==> images/met2.png <==
Bar = 20 um.
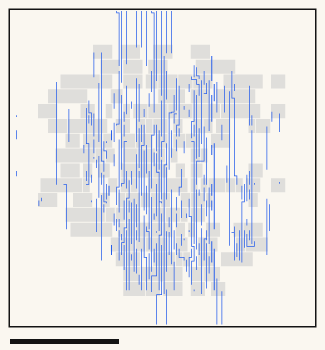
==> images/met3.png <==
Bar = 20 um.
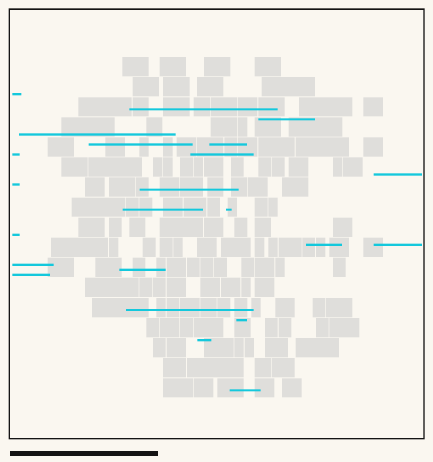
==> images/final_congestion.png <==
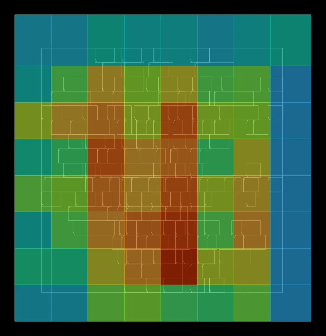
==> images/met1.png <==
Bar = 20 um.
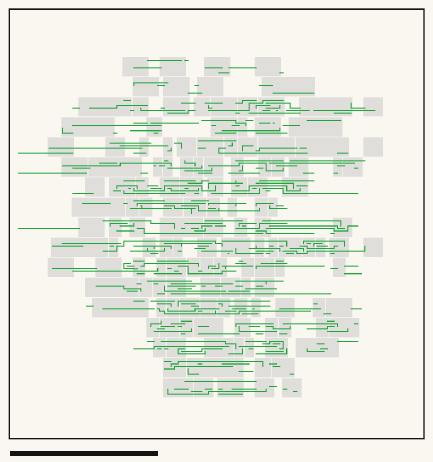
File: config.mk
export PLATFORM = sky130hd
export DESIGN_NAME = seq_priority_encoder
export DESIGN_NICKNAME = d
export VERILOG_FILES = /design/src/rtl/seq_priority_encoder.sv
export SDC_FILE = /design/constraint.sdc
export NUM_CORES = 1
export LEC_CHECK = 0
export ABC_CLOCK_PERIOD_IN_PS = 2600
export CAP_MARGIN = 20
export CORE_AREA = 5 5 51 53
export DETAILED_ROUTE_END_ITERATION = 12
export DIE_AREA = 0 0 56 58
export MAX_ROUTING_LAYER = met4
export PLACE_DENSITY = 0.7
export SLEW_MARGIN = 0
export SYNTH_ARGS = -nofsm -noshare
export SYNTH_HDL_FRONTEND = slang
export SYNTH_SLANG_ARGS = --single-unit
File: constraint.sdc
create_clock -name clk -period 2.6 [get_ports clk]
set_clock_uncertainty 0.15 [all_clocks]
set_input_delay 0.65 -clock clk [delete_from_list [all_inputs] [get_ports clk]]
set_output_delay 0.65 -clock clk [all_outputs]
set_load 0.03 [all_outputs]
File: src/rtl/seq_priority_encoder.sv
// Serialises an N-bit request bitmap into the binary indices of its set bits,
// one index per output handshake, lowest-first or highest-first.
//
// state | meaning
// IDLE  | waiting for a request vector, in_ready high
// SCAN  | draining pending bits, one index per out handshake
module seq_priority_encoder #(
    parameter int N         = 10,
    parameter int W         = 4,
    parameter bit MSB_FIRST = 1'b0
) (
    input  logic         clk,
    input  logic         rst_n,
    input  logic         in_valid,
    output logic         in_ready,
    input  logic [N-1:0] in_vec,
    output logic         out_valid,
    input  logic         out_ready,
    output logic [W-1:0] out_idx,
    output logic         out_last,
    output logic         zero_drop,
    output logic         busy
);

    localparam logic [0:0] IDLE = 1'b0;
    localparam logic [0:0] SCAN = 1'b1;

    logic [0:0]   state;
    logic [N-1:0] pending;
    logic [N-1:0] sel_oh;
    logic [W-1:0] sel_idx;
    logic         single;
    logic         zero_drop_q;

    // Priority scan: LSB mode keeps the first hit, MSB mode keeps the last.
    always_comb begin
        sel_idx = '0;
        sel_oh  = '0;
        for (int i = 0; i < N; i++) begin
            if (pending[i] && (MSB_FIRST || sel_oh == '0)) begin
                sel_idx   = W'(i);
                sel_oh    = '0;
                sel_oh[i] = 1'b1;
            end
        end
    end

    assign single = (pending != '0) && ((pending & (pending - N'(1))) == '0);

    always_ff @(posedge clk) begin
        if (!rst_n) begin
            state       <= IDLE;
            pending     <= '0;
            zero_drop_q <= 1'b0;
        end else begin
            zero_drop_q <= 1'b0;
            case (state)
                IDLE: begin
                    if (in_valid) begin
                        if (in_vec != '0) begin
                            pending <= in_vec;
                            state   <= SCAN;
                        end else begin
                            zero_drop_q <= 1'b1;
                        end
                    end
                end
                SCAN: begin
                    if (out_ready) begin
                        pending <= pending & ~sel_oh;
                        if (single) begin
                            state <= IDLE;
                        end
                    end
                end
                default: begin
                    state   <= IDLE;
                    pending <= '0;
                end
            endcase
        end
    end

    assign in_ready  = (state == IDLE);
    assign out_valid = (state == SCAN);
    assign busy      = (state == SCAN);
    assign out_idx   = sel_idx;
    assign out_last  = (state == SCAN) && single;
    assign zero_drop = zero_drop_q;

endmodule

==> results_dict.tcl <==
# place-and-route summary
set metrics [dict create \
    status "complete, but fails checks" \
    violations "negative setup slack" \
    ys_cells 109 \
    ys.flops 12 \
    setup_ws_ps -123 \
    holdPathStages 2 \
    hold_end "pending[3]" \
    place_hpwl_um 1890 \
    cpPeakStageDelay_ps 570 \
    cp-start-kind "flop" \
    syn_area_per_cell_um2 7.42 \
    min-delay-start "pending[3]" \
    grt_antenna_before_repair 0 \
    ant_nets 0 \
    antenna_cells 0 \
    drive_above_1_share_pct 26.6 \
    fp.dieW_um 56 \
    io_buffer_count 22 \
    cp_max_fo 4 \
    cts.path.max_buffers 2 \
    slew_viol_final 0 \
    io_pins 23 \
    die_h_um 58 \
    ir_drop_mv 0.413 \
    worst_slew_pin_slew_ps 383 \
    ys_seq_share_pct 29.7 \
    ys_types 35 \
    htree_levels 1 \
    synthesis.nets 123 \
    final_cell_mix "19 x buf_4, 17 x clkdlybuf4s50_1, 15 x o21ai_0" \
    maxSlewHeadroom_pct 74.3 \
    max_clock_freq_ghz 0.367 \
    grt_pass1_vias 979 \
    cts_buffers 3 \
    ys_area_um2 808 \
    chipArea_um2 3250 \
    drt-pass1-iter-count 4 \
    crit_path_cell_trace "or4_4 > nor3_4 > nand4bb_1 > nand3_2 > and3_4 > buf_6" \
    crit_path_top_delay_cell "or4_4" \
    grt_first_pass_wirelength_um 4470 \
    r2r_setup_slack_ps 0 \
    viasPerCell 5.73 \
    synthCells 109 \
    hold_path_class "flop to flop" \
    fin_crit_ps 2720 \
    cts_tree "yes" \
    fp.coreArea_um2 2110 \
    setup_viol 1 \
    rsz0062_at_grt "yes" \
    area_growth_pct 47.7 \
    yosys_warnings 0 \
    place.gp.congestion 0.900 \
    fp_util_pct 38.4 \
    cp.arrival_ps 1920 \
    crit_family "simple AND/OR/NAND/NOR gates" \
    period_used_pct 105 \
    max_cap_viol_count 0 \
    clk_pin_slew_ps 80 \
    grt_max_degree 14 \
    clock-sinks 12 \
    cts_root_buf "clkbuf_4" \
    leakage_uw 0.000468 \
    clk_latency_ps 280 \
    grtUsageTotal_pct 17.5 \
    row_count 17 \
    drtIter0Drc 18 \
    nNetsFinal 158 \
    endpoint_kind "output port" \
    hold_viol_final 0 \
    critical_path_buf_inv_count 1 \
    syn_area_um2 808 \
    worstPathRequired_ps 1800 \
    tns_ps -123 \
    p_per_area_nw_per_um2 640 \
    overflow 0 \
    rr_startpoint "pending[1]" \
    critPathKind "flop to output port" \
    r2r_end "busy" \
    fillers 193 \
    drc 0 \
    ff2ff_path_depth 12 \
    lay_top_count "buf_4" \
    pre_cts_ws_ps 53.0 \
    warning_count 28 \
]
About met2.png:
143 nets have wire on it. The longest straight run is 28.2 um.

About met3.png:
The layer holds 6.0% of the routed length. The wires run mostly horizontal. 18 nets have wire on it. The layer carries 159 um of wire. The longest straight run is 20.9 um.

About final_congestion.png:
GR Layer Usage met3: 4.90%
busiest grt layer: met2
M2 GR Usage: 27.7%
WL/cell: 15.5 um

About met1.png:
The longest straight run is 21.6 um. The layer holds 43% of the routed length.
Vias: 979
grt met1 use: 21.0%
Total Wirelength: 2660 um

==> worst max-delay path by stage <==
stage / start / to / slack, ps / depth (start not counted)
after floorplan: pending[0] / out_last / 120 / 6
after global placement: in_vec[8] / pending[8] / 90 / 6
after detailed placement: in_vec[8] / pending[5] / 50 / 7
after CTS: pending[1] / out_last / -80 / 6
after global routing: pending[1] / out_last / -180 / 6
final: pending[1] / out_last / -120 / 6
==> state kept, by name, summed over array words and instances (netlist names) <==
signal,cells
busy,1
pending,10
zero_drop,1
==> metal layers <==
layer  part of all wire, %  vias to the layer above  global-route usage (%)
li1                      -                      480                       -
met1                    43                      459                    21.0
met2                    48                       32                    27.7
met3                   5.9                        8                    4.90
met4                   2.8                        0                    7.12
met5                     0                        -                       -
==> cells in the mapped netlist, drive strengths merged <==
library cell	count	area, um^2
buf	3	23.8
nand4	1	6.26
or2	1	6.26
nor2	12	45.0
o21a	1	7.51
dfxtp	12	240
a32o	3	30.0
nor2b	1	6.26
a21o	1	7.51
nor4	3	18.8
clkbuf	5	18.8
inv	4	15.0
nand3	5	30.0
and3	2	12.5
or2b	1	8.76
a21oi	11	55.1
nand4bb	1	11.3
o32ai	2	17.5
a311oi	1	8.76
a21boi	2	15.0
or4	2	18.8
nor3b	2	15.0
o211ai	2	15.0
o31ai	1	7.51
o21ai	17	85.1
nand2	6	22.5
nor3	4	31.3
o22ai	1	6.26
a41oi	1	16.3
a31oi	1	6.26
==> worst reg2reg max path: stages (launching register included) <==
cell       delay [ps]
dfxtp_2           330
or4_4             570
nor3_4            160
nand4bb_1         160
nand3_2           100
buf_4             150
buf_4             120
buf_4             120
buf_4             120
buf_4             120
buf_4             120
buf_4             120
a41oi_2           160
==> cell families (layout without fill, tap and decap cells) <==
kind of cell           Yosys count  count (layout)  synth area share [%]
AND-OR/OR-AND                   44              44                  34.4
buffers and inverters           12              46                  7.12
flip-flops                      12              12                  29.7
AND/OR/NAND/NOR                 41              41                  28.8
==> power breakdown <==
part / leakage [uW] / total (uW) / switching, uW / internal, uW
clock network: 0.0000210 / 149 / 64.3 / 85.1
registers: 0.0000999 / 228 / 25.6 / 202
logic: 0.000347 / 386 / 199 / 187
==> through the flow <==
stage               total power [uW]  instance area (um^2)  std cells  utilization, %  hold WS [ps]
floorplan                        424                   808        109               -           344
global placement                 534                  1070        159            50.9           401
detailed placement               537                  1070        159            50.9           417
CTS                              747                  1180        171            56.1           383
global route                     805                  1190        171            56.7           447
finish                           763                  1190        171            56.7           379
==> final cells by class <==
| class | count | area, um^2 | area share [%] |
|---|---|---|---|
| Multi-Input combinational cell | 85 | 531 | 44.4 |
| Timing Repair Buffer | 38 | 333 | 27.9 |
| Sequential cell | 12 | 244 | 20.4 |
| Clock buffer | 4 | 36.3 | 3.04 |
| Tap cell | 28 | 35.0 | 2.94 |
| Inverter | 4 | 15.0 | 1.26 |
==> what timing repair did <==
item	4_1_cts	5_1_grt
setup buffers	8	0
resized	8	4
hold buffers	0	0
pin swaps	4	0
setup endpoints to repair	2	4
Power is estimated from default activity; no workload was simulated.
